==> config.mk <==
export PLATFORM = sky130hd
export DESIGN_NAME = demux_scan
export DESIGN_NICKNAME = d
export VERILOG_FILES = /design/src/rtl/demux_scan_pkg.sv /design/src/rtl/demux_scan_tick_gen.sv /design/src/rtl/demux_scan.sv
export SDC_FILE = /design/constraint.sdc
export NUM_CORES = 1
export LEC_CHECK = 0
export ABC_CLOCK_PERIOD_IN_PS = 4650
export CORE_UTILIZATION = 57
export CTS_BUF_LIST = sky130_fd_sc_hd__clkbuf_2 sky130_fd_sc_hd__clkbuf_4 sky130_fd_sc_hd__clkbuf_8
export DETAILED_ROUTE_END_ITERATION = 8
export GPL_ROUTABILITY_DRIVEN = 1
export PLACE_DENSITY = 0.87
export SYNTH_ARGS = -nofsm -noshare
export SYNTH_HDL_FRONTEND = slang
export SYNTH_SLANG_ARGS = --single-unit
export TNS_END_PERCENT = 10
==> constraint.sdc <==
create_clock -name clk -period 4.65 [get_ports clk]
set_input_delay 0.93 -clock clk [delete_from_list [all_inputs] [get_ports clk]]
set_output_delay 0.93 -clock clk [all_outputs]
set_load 0.005 [all_outputs]
==> src/rtl/demux_scan_pkg.sv <==
// ============================================================================
// Module      : demux_scan_pkg
// Description : Mode and direction encodings shared by the demux_scan block.
// Revision    : 1.0
// ============================================================================
`default_nettype none

package demux_scan_pkg;

    typedef enum logic [1:0] {
        MODE_DIRECT    = 2'b00,
        MODE_SCAN_UP   = 2'b01,
        MODE_SCAN_DOWN = 2'b10,
        MODE_BOUNCE    = 2'b11
    } mode_e;

    typedef enum logic {
        DIR_UP   = 1'b0,
        DIR_DOWN = 1'b1
    } dir_e;

endpackage

`default_nettype wire

==> src/rtl/demux_scan_tick_gen.sv <==
// ============================================================================
// Module      : tick_gen
// Description : Programmable prescaler counting 0..div; emits a step strobe
//               and a registered tick aligned with the resulting index update.
// Revision    : 1.0
// ============================================================================
`default_nettype none

module tick_gen #(
    parameter int DIV_W = 24
) (
    input  logic             clk,
    input  logic             rst_n,
    input  logic             clear,
    input  logic             hold,
    input  logic [DIV_W-1:0] div,
    output logic             step,
    output logic             tick
);

    logic [DIV_W-1:0] cnt_q, cnt_d;
    logic             tick_q, tick_d;

    always_comb begin
        step   = 1'b0;
        cnt_d  = cnt_q;
        // Clear wins over hold so a mode change while disabled still restarts the period.
        if (clear) begin
            cnt_d = '0;
        end else if (!hold) begin
            if (cnt_q == div) begin
                step  = 1'b1;
                cnt_d = '0;
            end else begin
                cnt_d = cnt_q + DIV_W'(1);
            end
        end
        tick_d = step;
    end

    always_ff @(posedge clk) begin
        if (!rst_n) begin
            cnt_q  <= '0;
            tick_q <= 1'b0;
        end else begin
            cnt_q  <= cnt_d;
            tick_q <= tick_d;
        end
    end

    assign tick = tick_q;

endmodule

`default_nettype wire

==> src/rtl/demux_scan.sv <==
// ============================================================================
// Module      : demux_scan
// Description : One-hot demultiplexer with direct select and up/down/bounce
//               scanning driven by a programmable prescaler.
// Revision    : 1.0
// ============================================================================
`default_nettype none

module demux_scan
    import demux_scan_pkg::*;
#(
    parameter int SEL_W = 3,
    parameter int DIV_W = 24
) (
    input  logic                clk,
    input  logic                rst_n,
    input  logic                en,
    input  logic [1:0]          mode,
    input  logic [SEL_W-1:0]    sel,
    input  logic [DIV_W-1:0]    div,
    output logic [2**SEL_W-1:0] y,
    output logic [SEL_W-1:0]    idx,
    output logic                tick
);

    localparam int               N       = 2 ** SEL_W;
    localparam logic [SEL_W-1:0] IDX_ONE = SEL_W'(1);
    localparam logic [SEL_W-1:0] IDX_MAX = SEL_W'(N - 1);
    localparam logic [N-1:0]     Y_ONE   = N'(1);

    mode_e            mode_in;
    mode_e            mode_q, mode_d;
    dir_e             dir_q, dir_d;
    logic [SEL_W-1:0] idx_q, idx_d;
    logic [N-1:0]     y_q, y_d;
    logic             mode_changed;
    logic             step;

    assign mode_in      = mode_e'(mode);
    assign mode_changed = (mode_in != mode_q);

    tick_gen #(
        .DIV_W (DIV_W)
    ) u_tick_gen (
        .clk   (clk),
        .rst_n (rst_n),
        .clear (mode_changed || (mode_in == MODE_DIRECT)),
        .hold  (!en),
        .div   (div),
        .step  (step),
        .tick  (tick)
    );

    always_comb begin
        mode_d = mode_in;
        dir_d  = dir_q;
        idx_d  = idx_q;
        if (en) begin
            if (mode_changed && (mode_in == MODE_SCAN_UP))   dir_d = DIR_UP;
            if (mode_changed && (mode_in == MODE_SCAN_DOWN)) dir_d = DIR_DOWN;
            case (mode_in)
                MODE_DIRECT: idx_d = sel;
                MODE_SCAN_UP: begin
                    if (step) idx_d = idx_q + IDX_ONE;
                end
                MODE_SCAN_DOWN: begin
                    if (step) idx_d = idx_q - IDX_ONE;
                end
                MODE_BOUNCE: begin
                    // End points reverse direction and move inward in the same step.
                    if (step) begin
                        if (dir_q == DIR_UP) begin
                            if (idx_q == IDX_MAX) begin
                                dir_d = DIR_DOWN;
                                idx_d = idx_q - IDX_ONE;
                            end else begin
                                idx_d = idx_q + IDX_ONE;
                            end
                        end else begin
                            if (idx_q == '0) begin
                                dir_d = DIR_UP;
                                idx_d = idx_q + IDX_ONE;
                            end else begin
                                idx_d = idx_q - IDX_ONE;
                            end
                        end
                    end
                end
                default: idx_d = idx_q;
            endcase
        end
        y_d = en ? (Y_ONE << idx_d) : '0;
    end

    always_ff @(posedge clk) begin
        if (!rst_n) begin
            mode_q <= MODE_DIRECT;
            dir_q  <= DIR_UP;
            idx_q  <= '0;
            y_q    <= '0;
        end else begin
            mode_q <= mode_d;
            dir_q  <= dir_d;
            idx_q  <= idx_d;
            y_q    <= y_d;
        end
    end

    assign y   = y_q;
    assign idx = idx_q;

endmodule

`default_nettype wire

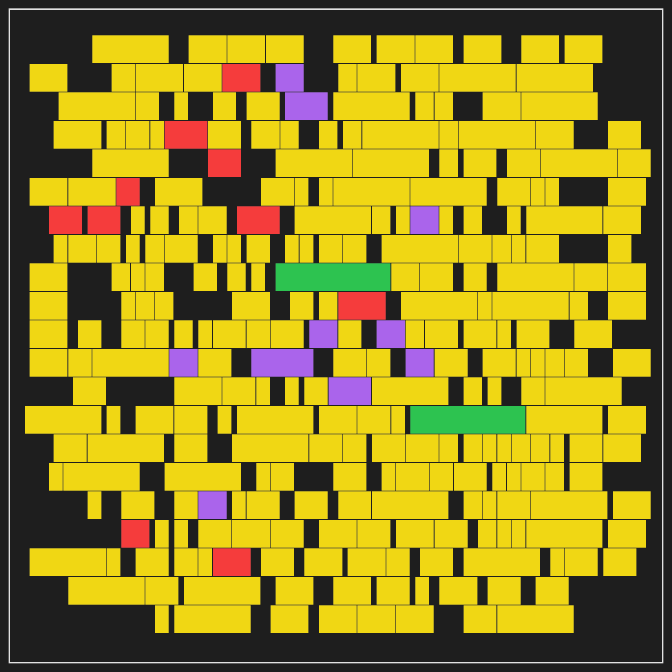
**Above:** run 1 (cell sizes after repair).
Key: drive 6 and up = green [cells 2]; drive 2 = red [cells 10]; drive 1 or less = yellow [cells 261]; drive 3 to 4 = purple [cells 10]

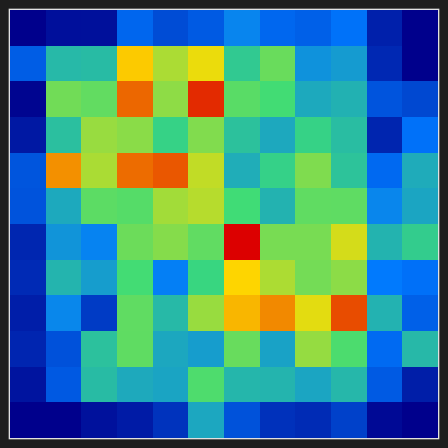
**Above:** run 1 (wire density map).
12 x 12 tiles, from dark blue (low) to red (high), scaled to the fullest tile. Values are wire area over tile area, all layers added.
The densest ninth of the die: middle. 35% of the tiles are over half the peak. The mean over all tiles is 0.19.
DR vias: 1842
drt total wl: 4600 µm
gr usage total: 25.0%
DR WL/cell: 14.0 µm

==> flow_summary.toml, run 1 <==
# implementation run metrics
[routing]
drtIter0Drc = 133
postRouteAntennaNets = 0
via_per_inst = 5.60
drcViolationCount = 0
wl_met1_um = 2120
dr_wl_met2_um = 2180
dr.pass1.iters = 4
wl_met3_um = 232
top_layer_used = "met4"

[pwr]
combPwrFrac_pct = 12.1
power_uw = 715
swShare_pct = 21.5
p_per_area_nw_per_um2 = 270
netSwitchingPower_uw = 154
vdd_drop_max_uv = 154
seqPwrFrac_pct = 47.9
p_int_uw = 561
power.group.top = "sequential cells"
clkPwrFrac_pct = 40.0
p_comb_uw = 86.6
p_clk_uw = 286
power_leakage_uw = 0.000925

[logic_synthesis]
postSynthSeqShare_pct = 37.8
synth_warnings = 0
synth_nets = 273
async_flop_share_pct = 0
top_cell_area_share_pct = 37.8
area_leaders = "dfxtp_1, xnor2_1, xor2_1"
synth-main-ff-cell = "dfxtp_1"
netlist_instances = 236
yosys.area.top_type = "dfxtp_1"
syn_area_um2 = 2070
synth_chip_area_um2 = 2070
ys_ff = 39
yosysCellCount = 236
ys_types = 44
postSynthAreaPerCell_um2 = 8.76
edf_count = 0

[final_timing]
slew_headroom_pct = 44.1
fin_hold_ws_ps = 522
min_period_ps = 3430
rsz0062_at_grt = "no"
layout_setup_ws_ps = 1220
max_freq_mhz = 291
min_period_over_period_pct = 73.8
slew_viol_final = 0
finalSetupTns_ps = 0
hold_viol_final = 0
skew_ps = 9.11
worst_slew_pin_slew_ps = 828
setup_viol = 0

[placement]
placedCellCount = 321
dp_hpwl_um = 3480
io_buffers = 43
routabilityCongestion = 0.916
dpl_cell_area_um2 = 2540
dp_slack_ps = 896

[clock_network]
cts_tree = "yes"
clk_pin_slew_worst_paths_ps = 110
max-clock-path-buffers = 2
htreeDepth = 2
cts_resized = 0
holdBufCountCts = 0
root_buffer = "clkbuf_4"
clock_latency_ps = 340
cts_num_sinks = 39
post_cts_buffers = 0
numCtsBuffers = 5

[floorplan]
die_area_um2 = 3870
fp_util_pct = 60.5
io_pins = 44
die_width_um = 62.2
core-area_um2 = 3420
chipHeight_um = 62.2

[critical_path]
r2r_cells = 7
cp_data_required_time_ps = 4860
path_class = "in2reg"
critPathMaxFanout = 15
startpoint_type = "input port"
r2r-start = "u_tick_gen.cnt_q[14]"
r2r-end = "y[1]"
r2r_setup_slack_ps = 1860
endpoint_kind = "flip-flop"
worstPathArrival_ps = 3640

[finish]
layout.cells.non_filler = 329
fin_area_um2 = 2650
lay_top_cells = "clkdlybuf4s50_1, dfxtp_1, xnor2_1"
fillers = 253
diodes = 0
syn_to_final_growth_pct = 28.1
fin_nets = 319
lay_top_count = "clkdlybuf4s50_1"
drive_gt1_share_pct = 7.77
comb_area_um2 = 1240

[grt]
met1_usage_pct = 31.8
busiest_layer = "met2"
grt-ovfl-total = 0
grt_antenna_before_repair = 0
use_met2_pct = 40.5
grt_pass1_wl_um = 7600
grt_pass1_vias = 1711
grt_start_max_net_pins = 16
grt_util_met3_pct = 5.88

[worst_hold_path]
min_path_cells = 2
hold_class = "reg2reg"
worstHoldStart = "u_tick_gen.cnt_q[22]"
hold_path_end = "u_tick_gen.cnt_q[22]"

[status]
status = "complete, no violations"

[run]
max_cap_violations = 0
warnings = 28
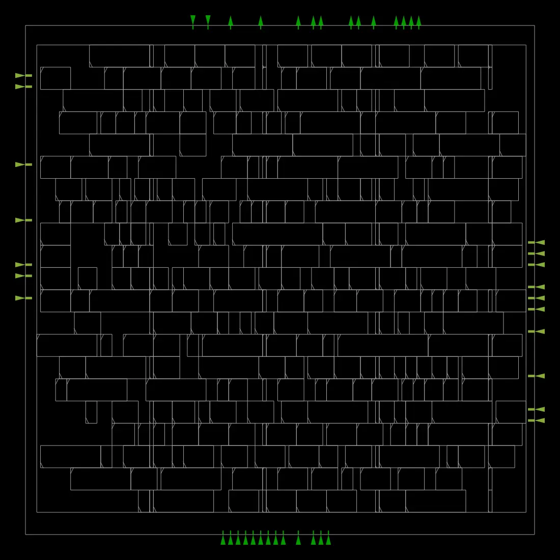
**Above:** run 1 (placement view).
utilization after layout: 77.5%
Rows: 21

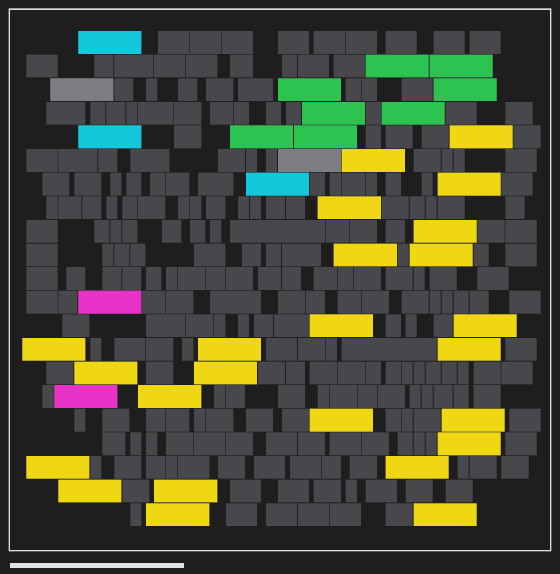
**Above:** run 1 (sequential cells coloured by netlist name).
Bar = 20 µm.
Key: `idx` = cyan [placed flops 3]; `u_tick_gen.cnt_q` = yellow [placed flops 24]; `mode_q` = magenta [placed flops 2]; `y` = green [placed flops 8]
Another 2 sequential cells are not coloured.
Flop area: 781 µm²
sequential cell power: 343 µW
register fraction of the total cell area: 29.5%

-- run 1: area by class of cell --
| class | count | share of cell area, % |
|---|---|---|
| inverters | 8 | 1.13 |
| multi-input cells | 184 | 46.7 |
| flip-flops and latches | 39 | 29.5 |
| well taps | 46 | 2.17 |
| repair buffers | 44 | 16.5 |
| clock buffers | 6 | 1.70 |
| clock inverters | 2 | 2.27 |
-- run 1: worst max-delay path by stage --
stage               startpoint  endpoint  slack (ps)
floorplan              div[16]      y[0]        1800
finish                      en      y[1]        1220
global route                en      y[1]         910
CTS                         en      y[1]        1250
global placement       mode[0]      y[0]        1050
detailed placement          en      y[1]         900
-- run 1: cells in the mapped netlist, drive strengths merged, types with 2 or more instances --
library cell   n
xnor2         28
or3            3
nand2         16
nor4           4
inv            8
o21ai          7
nand4          7
a31o           2
clkbuf         4
dfxtp         39
or4            2
ha             5
a211oi         2
nand3          7
a21oi          8
a31oi          4
and4           5
and3           5
and2           5
nor2          27
xor2          18
a22o           2
nor3          13
-- run 1: logic make-up after synthesis --
logic type / count (synthesis) / share of synthesized area [%]
buffers and inverters: 13 / 2.42
DFF: 39 / 37.8
AOI/OAI and AO/OA: 32 / 10.7
muxes: 1 / 0.484
xor gates and xnor gates: 46 / 19.5
and+or+nand+nor: 100 / 26.2
adders and majority gates: 5 / 3.03
-- run 1: worst max-delay path: stages --
cell and delay (ps):
clkdlybuf4s50_1 810, nand2_1 130, or4_4 480, nor3_4 320
a211oi_1 160, o311ai_0 720, nor3_1 80
-- run 1: sequential cells by signal (all words and copies together), names as in the netlist --
| name | cells |
|---|---|
| mode_q | 2 |
| dir_q | 1 |
| u_tick_gen.cnt_q | 24 |
| y | 8 |
| idx | 3 |
| u_tick_gen.tick | 1 |
**Run 1: clock network drawn from the DEF**

Bar = 20 µm.
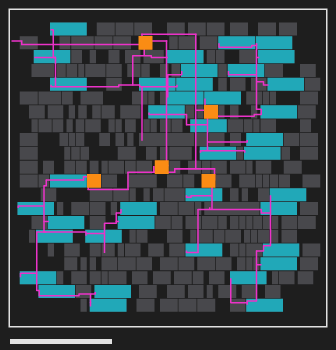

==> run 2: changes to the inputs <==
--- a/config.mk
+++ b/config.mk
@@ -5,12 +5,12 @@
 export SDC_FILE = /design/constraint.sdc
 export NUM_CORES = 1
 export LEC_CHECK = 0
-export ABC_CLOCK_PERIOD_IN_PS = 4650
-export CORE_UTILIZATION = 57
+export ABC_CLOCK_PERIOD_IN_PS = 2700
+export CORE_UTILIZATION = 47
 export CTS_BUF_LIST = sky130_fd_sc_hd__clkbuf_2 sky130_fd_sc_hd__clkbuf_4 sky130_fd_sc_hd__clkbuf_8
 export DETAILED_ROUTE_END_ITERATION = 8
 export GPL_ROUTABILITY_DRIVEN = 1
-export PLACE_DENSITY = 0.87
+export PLACE_DENSITY = 0.77
 export SYNTH_ARGS = -nofsm -noshare
 export SYNTH_HDL_FRONTEND = slang
 export SYNTH_SLANG_ARGS = --single-unit
==> constraint.sdc (replaced) <==
create_clock -name clk -period 2.7 [get_ports clk]
set_input_delay 0.54 -clock clk [delete_from_list [all_inputs] [get_ports clk]]
set_output_delay 0.54 -clock clk [all_outputs]
set_load 0.005 [all_outputs]
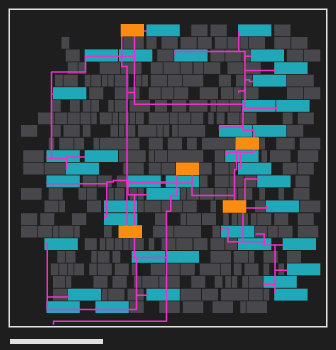
**Above:** run 2 (clock network drawn from the DEF).
Bar = 20 µm.
Key: clock wires = magenta [length 507 µm]; cells driving clock nets = orange [count 5]; flip-flops = cyan [count 39]
There are 6 routed clock nets. Position of the flops: spread over the die.
clk latency late pin: 300 ps
Setup Skew: 8.11 ps
power share of the clock group: 34.1%
P_clk: 398 µW

==> run 2 against run 1 <==
The flow now finishes with violations (setup timing). Combinational power increased by 110%. Largest power group unchanged. Worst hold slack improved by 17 ps. Global-route usage decreased by 0.070 points. Clock skew decreased by 1.0 ps. Synthesized area unchanged. Highest routed layer unchanged. Non-clock buffer count increased by 28. Via count increased by 7.6%. Clock power increased by 39%. First-iteration DRC count decreased by 12%. Flip-flop count unchanged. Largest cell class unchanged. Critical path depth increased by 4.
==> flow_summary.toml, run 2 <==
# implementation run metrics
[run]
warnings = 29

[clock_network]
numCtsBuffers = 5
root_buffer = "clkbuf_8"
cts_tree = "yes"
holdBufCountCts = 0
cts_num_sinks = 39

[grt]
track_usage_pct = 24.9
grt-ovfl-total = 0
grt_pass1_vias = 1836
grt_start_max_net_pins = 25
grt_pass1_wl_um = 8420

[final_timing]
min_period_ps = 2730
min_period_over_period_pct = 101
setup_viol = 1
layout_setup_ws_ps = -32.5
max_freq_mhz = 366
slew_headroom_pct = 75.1
finalSetupTns_ps = -32.5
slew_viol_final = 0
fin_hold_ws_ps = 539

[floorplan]
core-area_um2 = 4120
row_count = 23
die_area_um2 = 4670
chipHeight_um = 68.3
die_width_um = 68.3

[logic_synthesis]
netlist_instances = 236
ys_types = 44
synth_nets = 273
ys_ff = 39
area_leaders = "dfxtp_1, xnor2_1, xor2_1"
synth_warnings = 0
edf_count = 0
common_cells = "dfxtp_1, xnor2_1, nor2_1"
synth-main-ff-cell = "dfxtp_1"
yosys.area.top_type = "dfxtp_1"
yosysCellCount = 236
synth_chip_area_um2 = 2070

[finish]
top_register = "u_tick_gen.cnt_q"
lay_top_cells = "dfxtp_1, clkdlybuf4s50_1, buf_4"
comb_area_um2 = 1350
diodes = 0
seq_area_um2 = 781
layout.cells.non_filler = 361

[routing]
postRouteAntennaNets = 0
dr.pass1.iters = 4
drcViolationCount = 0
num_vias = 1982
wirelength_um = 5530

[critical_path]
endpoint_kind = "flip-flop"
worstPathArrival_ps = 2950
startpoint_type = "input port"
critPathMaxFanout = 5
path_class = "in2reg"
cp_data_required_time_ps = 2920

[placement]
dp_slack_ps = -398
dpl_cell_area_um2 = 2730
io_buffers = 43

[pwr]
p_per_area_nw_per_um2 = 388
power_leakage_uw = 0.00123

[worst_hold_path]
hold_class = "reg2reg"

[status]
status = "finished, violations left"
violations = "setup timing"
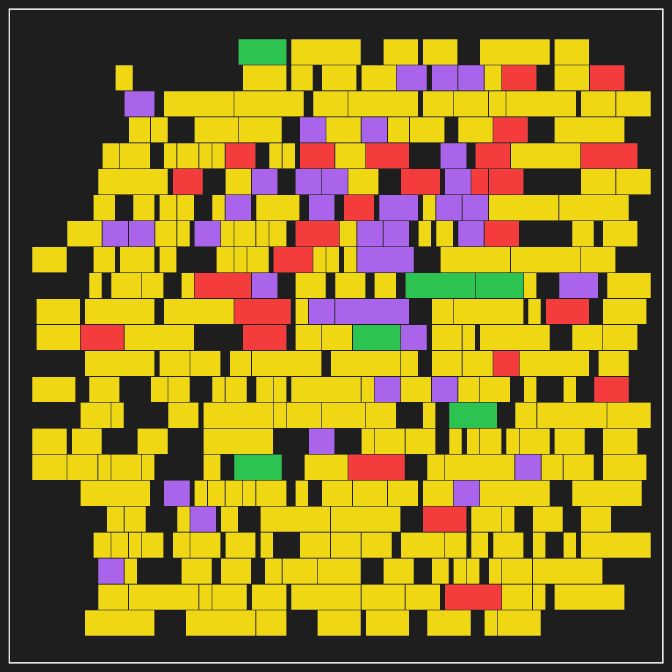
**Above:** run 2 (cell sizes after repair).
Key: drive 1 or less = yellow [cells 243]; drive 3 to 4 = purple [cells 36]; drive 6 and up = green [cells 6]; drive 2 = red [cells 26]
Final Cell Area: 3010 µm²
Non-clk bufs: 72
Layout area overhead: 45.8%
worst setup margin: -32.5 ps

-- run 2: area by class of cell --
class,count,area share [%]
Timing Repair Buffer,72,23.2
Multi-Input combinational cell,184,44.9
Sequential cell,39,25.9
Clock inverter,3,0.664
Inverter,8,0.997
Clock buffer,5,2.28
Tap cell,50,2.08
-- run 2: critical path: stages --
cell and delay (ps):
clkdlybuf4s50_1 480, xor2_1 200, nor4_2 60, buf_4 140, nand3b_1 170, buf_4 170, nor4_4 40, o31a_1 320
buf_4 150, or4_4 470, nor3_1 210
-- run 2: final timing paths --
kind	startpoint	to	slack, ps	depth (start not counted)
hold reg to reg	u_tick_gen.cnt_q[19]	u_tick_gen.cnt_q[19]	540	2
setup / recovery	div[6]	y[4]	-30	11
hold / removal	u_tick_gen.cnt_q[19]	u_tick_gen.cnt_q[19]	540	2
setup reg to reg	u_tick_gen.cnt_q[5]	y[4]	170	7
-- run 2: power by group --
group          internal, µW  total (µW)  switching, µW  leakage (µW)
registers               582         590           8.28      0.000315
clock network           180         398            219     0.0000402
logic                   100         180           79.4      0.000876
-- run 2: kinds of logic after synthesis --
family	count (synthesis)	synth area share, %
compound gates	32	10.7
mux	1	0.484
xor+xnor	46	19.5
flops	39	37.8
simple gates	100	26.2
fa+ha+maj	5	3.03
buf+inv	13	2.42
-- run 2: routing by layer --
layer  vias up  track usage, %  routed length, µm
li1        980               -                  -
met4         0            10.4                 67
met5         -               0                  0
met2        63            41.5               2690
met1       932            31.6               2530
met3         7            4.00                244
-- run 2: timing repair --
action | in CTS | in global routing
resized | 4 | 32
setup endpoints to repair | 9 | 12
setup buffers | 2 | 4
pin swaps | 5 | 27
Power is estimated from default activity; no workload was simulated.
